## src/rtl/alarm_ctrl.sv

```systemverilog
// alarm_ctrl: alarm FSM (IDLE/ARMED/RINGING/SNOOZE) for a 12-hour BCD clock.
// Define ALARM_SNOOZE_EN to build the SNOOZE state and its counter.
module alarm_ctrl #(
  parameter int RING_SECS   = 60,
  parameter int SNOOZE_SECS = 540
) (
  input  logic       clk,
  input  logic       reset,
  input  logic       ena,
  input  logic [7:0] hh,
  input  logic [7:0] mm,
  input  logic [7:0] ss,
  input  logic       pm,
  input  logic       set_valid,
  output logic       set_ready,
  input  logic [7:0] set_hh,
  input  logic [7:0] set_mm,
  input  logic       set_pm,
  input  logic       alarm_en,
  input  logic       stop,
  input  logic       snooze,
  output logic       ring,
  output logic       snoozing,
  output logic       set_err
);

  localparam int CNT_MAX = (RING_SECS > SNOOZE_SECS) ? RING_SECS : SNOOZE_SECS;
  localparam int CW      = (CNT_MAX < 1) ? 1 : $clog2(CNT_MAX + 1);
  localparam logic [CW-1:0] CNT_ONE   = CW'(1);
  localparam logic [CW-1:0] RING_LOAD = CW'(RING_SECS);

  typedef enum logic [1:0] {
    IDLE    = 2'd0,
    ARMED   = 2'd1,
`ifdef ALARM_SNOOZE_EN
    RINGING = 2'd2,
    SNOOZE  = 2'd3
`else
    RINGING = 2'd2
`endif
  } state_t;

  state_t        state_reg, state_next;
  logic [CW-1:0] ring_cnt_reg, ring_cnt_next;
  logic [7:0]    alm_hh_reg, alm_mm_reg;
  logic          alm_pm_reg;
  logic          match_reg;
  logic          ring_reg;
  logic          set_err_reg;

  logic match_now, trigger, set_fire, set_good;

  function automatic logic bcd_ok(input logic [7:0] v);
    return (v[7:4] <= 4'd9) && (v[3:0] <= 4'd9);
  endfunction

  // BCD digits order the same as binary, so range checks compare raw bytes.
  assign set_ready = (state_reg != RINGING);
  assign set_fire  = set_valid && set_ready;
  assign set_good  = bcd_ok(set_hh) && bcd_ok(set_mm) &&
                     (set_hh >= 8'h01) && (set_hh <= 8'h12) && (set_mm <= 8'h59);
  assign match_now = (hh == alm_hh_reg) && (mm == alm_mm_reg) &&
                     (pm == alm_pm_reg) && (ss == 8'h00);
  assign trigger   = match_now && !match_reg;

  assign ring    = ring_reg;
  assign set_err = set_err_reg;

`ifdef ALARM_SNOOZE_EN
  localparam logic [CW-1:0] SNZ_LOAD = CW'(SNOOZE_SECS);
  logic [CW-1:0] snz_cnt_reg, snz_cnt_next;
  logic          snoozing_reg;

  always_ff @(posedge clk or negedge reset) begin
    if (!reset) begin
      snz_cnt_reg  <= '0;
      snoozing_reg <= 1'b0;
    end else begin
      snz_cnt_reg  <= snz_cnt_next;
      snoozing_reg <= (state_next == SNOOZE);
    end
  end

  assign snoozing = snoozing_reg;
`else
  logic unused_snooze;
  assign unused_snooze = snooze;
  assign snoozing      = 1'b0;
`endif

  always_ff @(posedge clk or negedge reset) begin
    if (!reset) begin
      state_reg    <= IDLE;
      ring_cnt_reg <= '0;
      alm_hh_reg   <= 8'h12;
      alm_mm_reg   <= 8'h00;
      alm_pm_reg   <= 1'b0;
      match_reg    <= 1'b0;
      ring_reg     <= 1'b0;
      set_err_reg  <= 1'b0;
    end else begin
      state_reg    <= state_next;
      ring_cnt_reg <= ring_cnt_next;
      match_reg    <= match_now;
      ring_reg     <= (state_next == RINGING);
      set_err_reg  <= set_fire && !set_good;
      if (set_fire && set_good) begin
        alm_hh_reg <= set_hh;
        alm_mm_reg <= set_mm;
        alm_pm_reg <= set_pm;
      end
    end
  end

  always_comb begin
    state_next    = state_reg;
    ring_cnt_next = ring_cnt_reg;
`ifdef ALARM_SNOOZE_EN
    snz_cnt_next  = snz_cnt_reg;
`endif
    if (!alarm_en) begin
      state_next    = IDLE;
      ring_cnt_next = '0;
`ifdef ALARM_SNOOZE_EN
      snz_cnt_next  = '0;
`endif
    end else begin
      case (state_reg)
        IDLE: state_next = ARMED;
        ARMED: begin
          if (trigger) begin
            state_next    = RINGING;
            ring_cnt_next = RING_LOAD;
          end
        end
        RINGING: begin
          if (stop) begin
            state_next    = ARMED;
            ring_cnt_next = '0;
          end
`ifdef ALARM_SNOOZE_EN
          else if (snooze) begin
            state_next    = SNOOZE;
            ring_cnt_next = '0;
            snz_cnt_next  = SNZ_LOAD;
          end
`endif
          else if (ena) begin
            // The tick that empties the counter ends the ring; never wraps.
            if (ring_cnt_reg <= CNT_ONE) begin
              state_next    = ARMED;
              ring_cnt_next = '0;
            end else begin
              ring_cnt_next = ring_cnt_reg - CNT_ONE;
            end
          end
        end
`ifdef ALARM_SNOOZE_EN
        SNOOZE: begin
          if (stop) begin
            state_next   = ARMED;
            snz_cnt_next = '0;
          end else if (ena) begin
            if (snz_cnt_reg <= CNT_ONE) begin
              state_next    = RINGING;
              snz_cnt_next  = '0;
              ring_cnt_next = RING_LOAD;
            end else begin
              snz_cnt_next = snz_cnt_reg - CNT_ONE;
            end
          end
        end
`endif
        default: state_next = IDLE;
      endcase
    end
  end

endmodule

```

## config.mk

```make
export PLATFORM = sky130hd
export DESIGN_NAME = alarm_ctrl
export DESIGN_NICKNAME = d
export VERILOG_FILES = /design/src/rtl/alarm_ctrl.sv
export SDC_FILE = /design/constraint.sdc
export NUM_CORES = 1
export LEC_CHECK = 0
export ABC_AREA = 1
export CORE_ASPECT_RATIO = 1.2
export CORE_UTILIZATION = 50
export DETAILED_ROUTE_END_ITERATION = 8
export HOLD_SLACK_MARGIN = 0.03
export PLACE_DENSITY = 0.89
export SLEW_MARGIN = 20
export SYNTH_ARGS = -nofsm -noshare
export SYNTH_HDL_FRONTEND = slang
export SYNTH_SLANG_ARGS = --single-unit
```

## constraint.sdc

```tcl
create_clock -name clk -period 1.8 [get_ports clk]
set_input_delay 0.54 -clock clk [delete_from_list [all_inputs] [get_ports clk]]
set_output_delay 0.54 -clock clk [all_outputs]
set_load 0.05 [all_outputs]
```

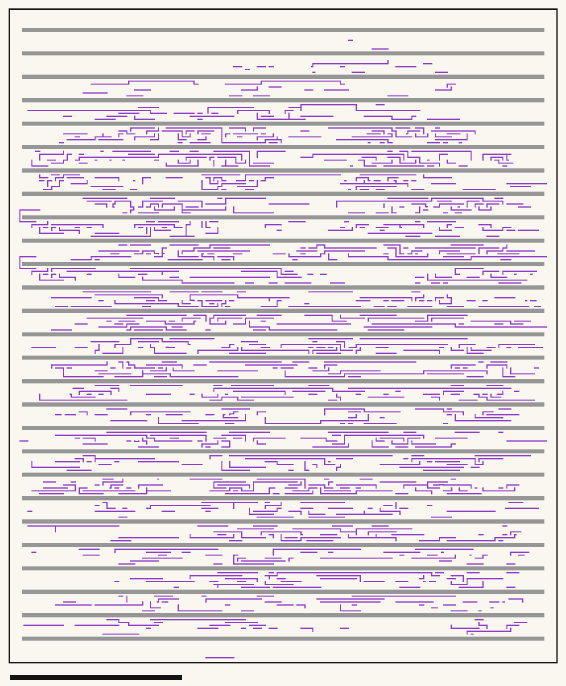
Fig. 1. Metal 1.
The bar under the picture is 20 um long. Supply wires on this layer in gray.
main direction: horizontal
share of all routed wire: 34%
longest straight run: 18.9 um
nets with wire on the layer: 467
wire length on this layer: 2,790 um
total routed wirelength: 8250 um
via total after detailed routing: 2,755
met1 Track Usage GR: 31.1%

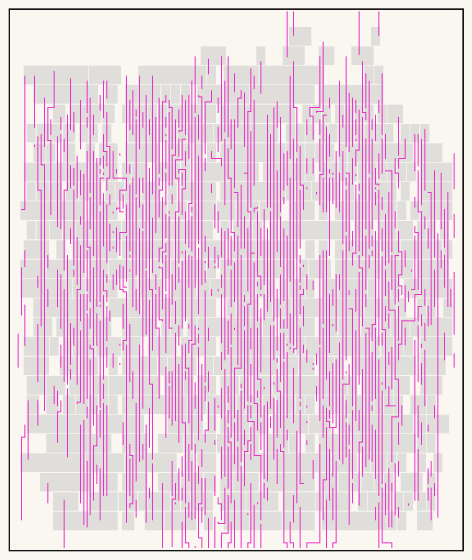
Fig. 2. Met2 routing.
main direction: vertical
nets with wire on the layer: 427
wire length on this layer: 4,300 um
longest straight run: 39.8 um
met2 global-route usage: 58.7%

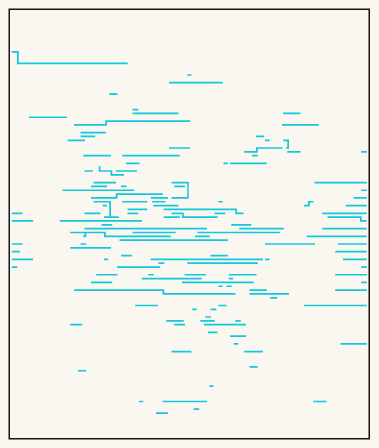
Fig. 3. Signal wires on met3.
main direction: horizontal
longest straight run: 21.4 um
wire length on this layer: 637 um
GR Util met3: 5.69%

==> flow_metrics.py <==
# Auto-generated metrics
metrics = {
    "outcome": {
        "outcome": "complete, but fails checks",
        "violated_checks": "negative setup slack",
    },
    "layout": {
        "insertedDiodeCount": 0,
        "layout-area-overhead-vs-synth_pct": 56.1,
        "final_core_utilization_pct": 82.4,
    },
    "yosys": {
        "edf_count": 0,
        "netlist_area_um2": 2270,
        "synth.yosys.num_cells": 354,
        "synth.cellmix.simpleShare_pct": 39.4,
        "area_share_of_the_largest_cell_type_after_synthesis_pct": 33.1,
        "synthAdderAreaFrac_pct": 1.10,
        "post_synth.cell_area_avg_um2": 6.40,
    },
    "power": {
        "share_seq_of_total_power_pct": 41.0,
        "comb_power_uw": 547,
    },
    "worst_setup_path": {
        "worstSetupEndpointType": "flip-flop",
        "critical_path.cell_chain": "dlygate4sd2_1, inv_1, nand2_1, nand2_1, nor2_1, nand2_1, nor2_2, nand4_1, nand2_2, buf_6, nand3_2, nand2_1",
        "worst_r2r_endpoint": "ring_cnt_reg[7]",
        "worst-r2r-setup-slack_ns": -0.08,
        "critPathRequiredTime_ns": 2.03,
        "critical_path.startpoint": "hh[0]",
    },
    "clock_tree": {
        "cts_sinks": 32,
        "cts_buffers": 5,
        "ctsHoldBuffers": 0,
    },
    "routing": {
        "drt_pass1_iterations": 5,
    },
    "floorplanning": {
        "number_of_core_rows": 26,
    },
    "final_timing": {
        "timing.final.setup_violations": 19,
        "post-route-worst-setup-slack_ns": -0.0794,
    },
}
Power figures rest on the tool's default switching activity, not on a simulated workload.
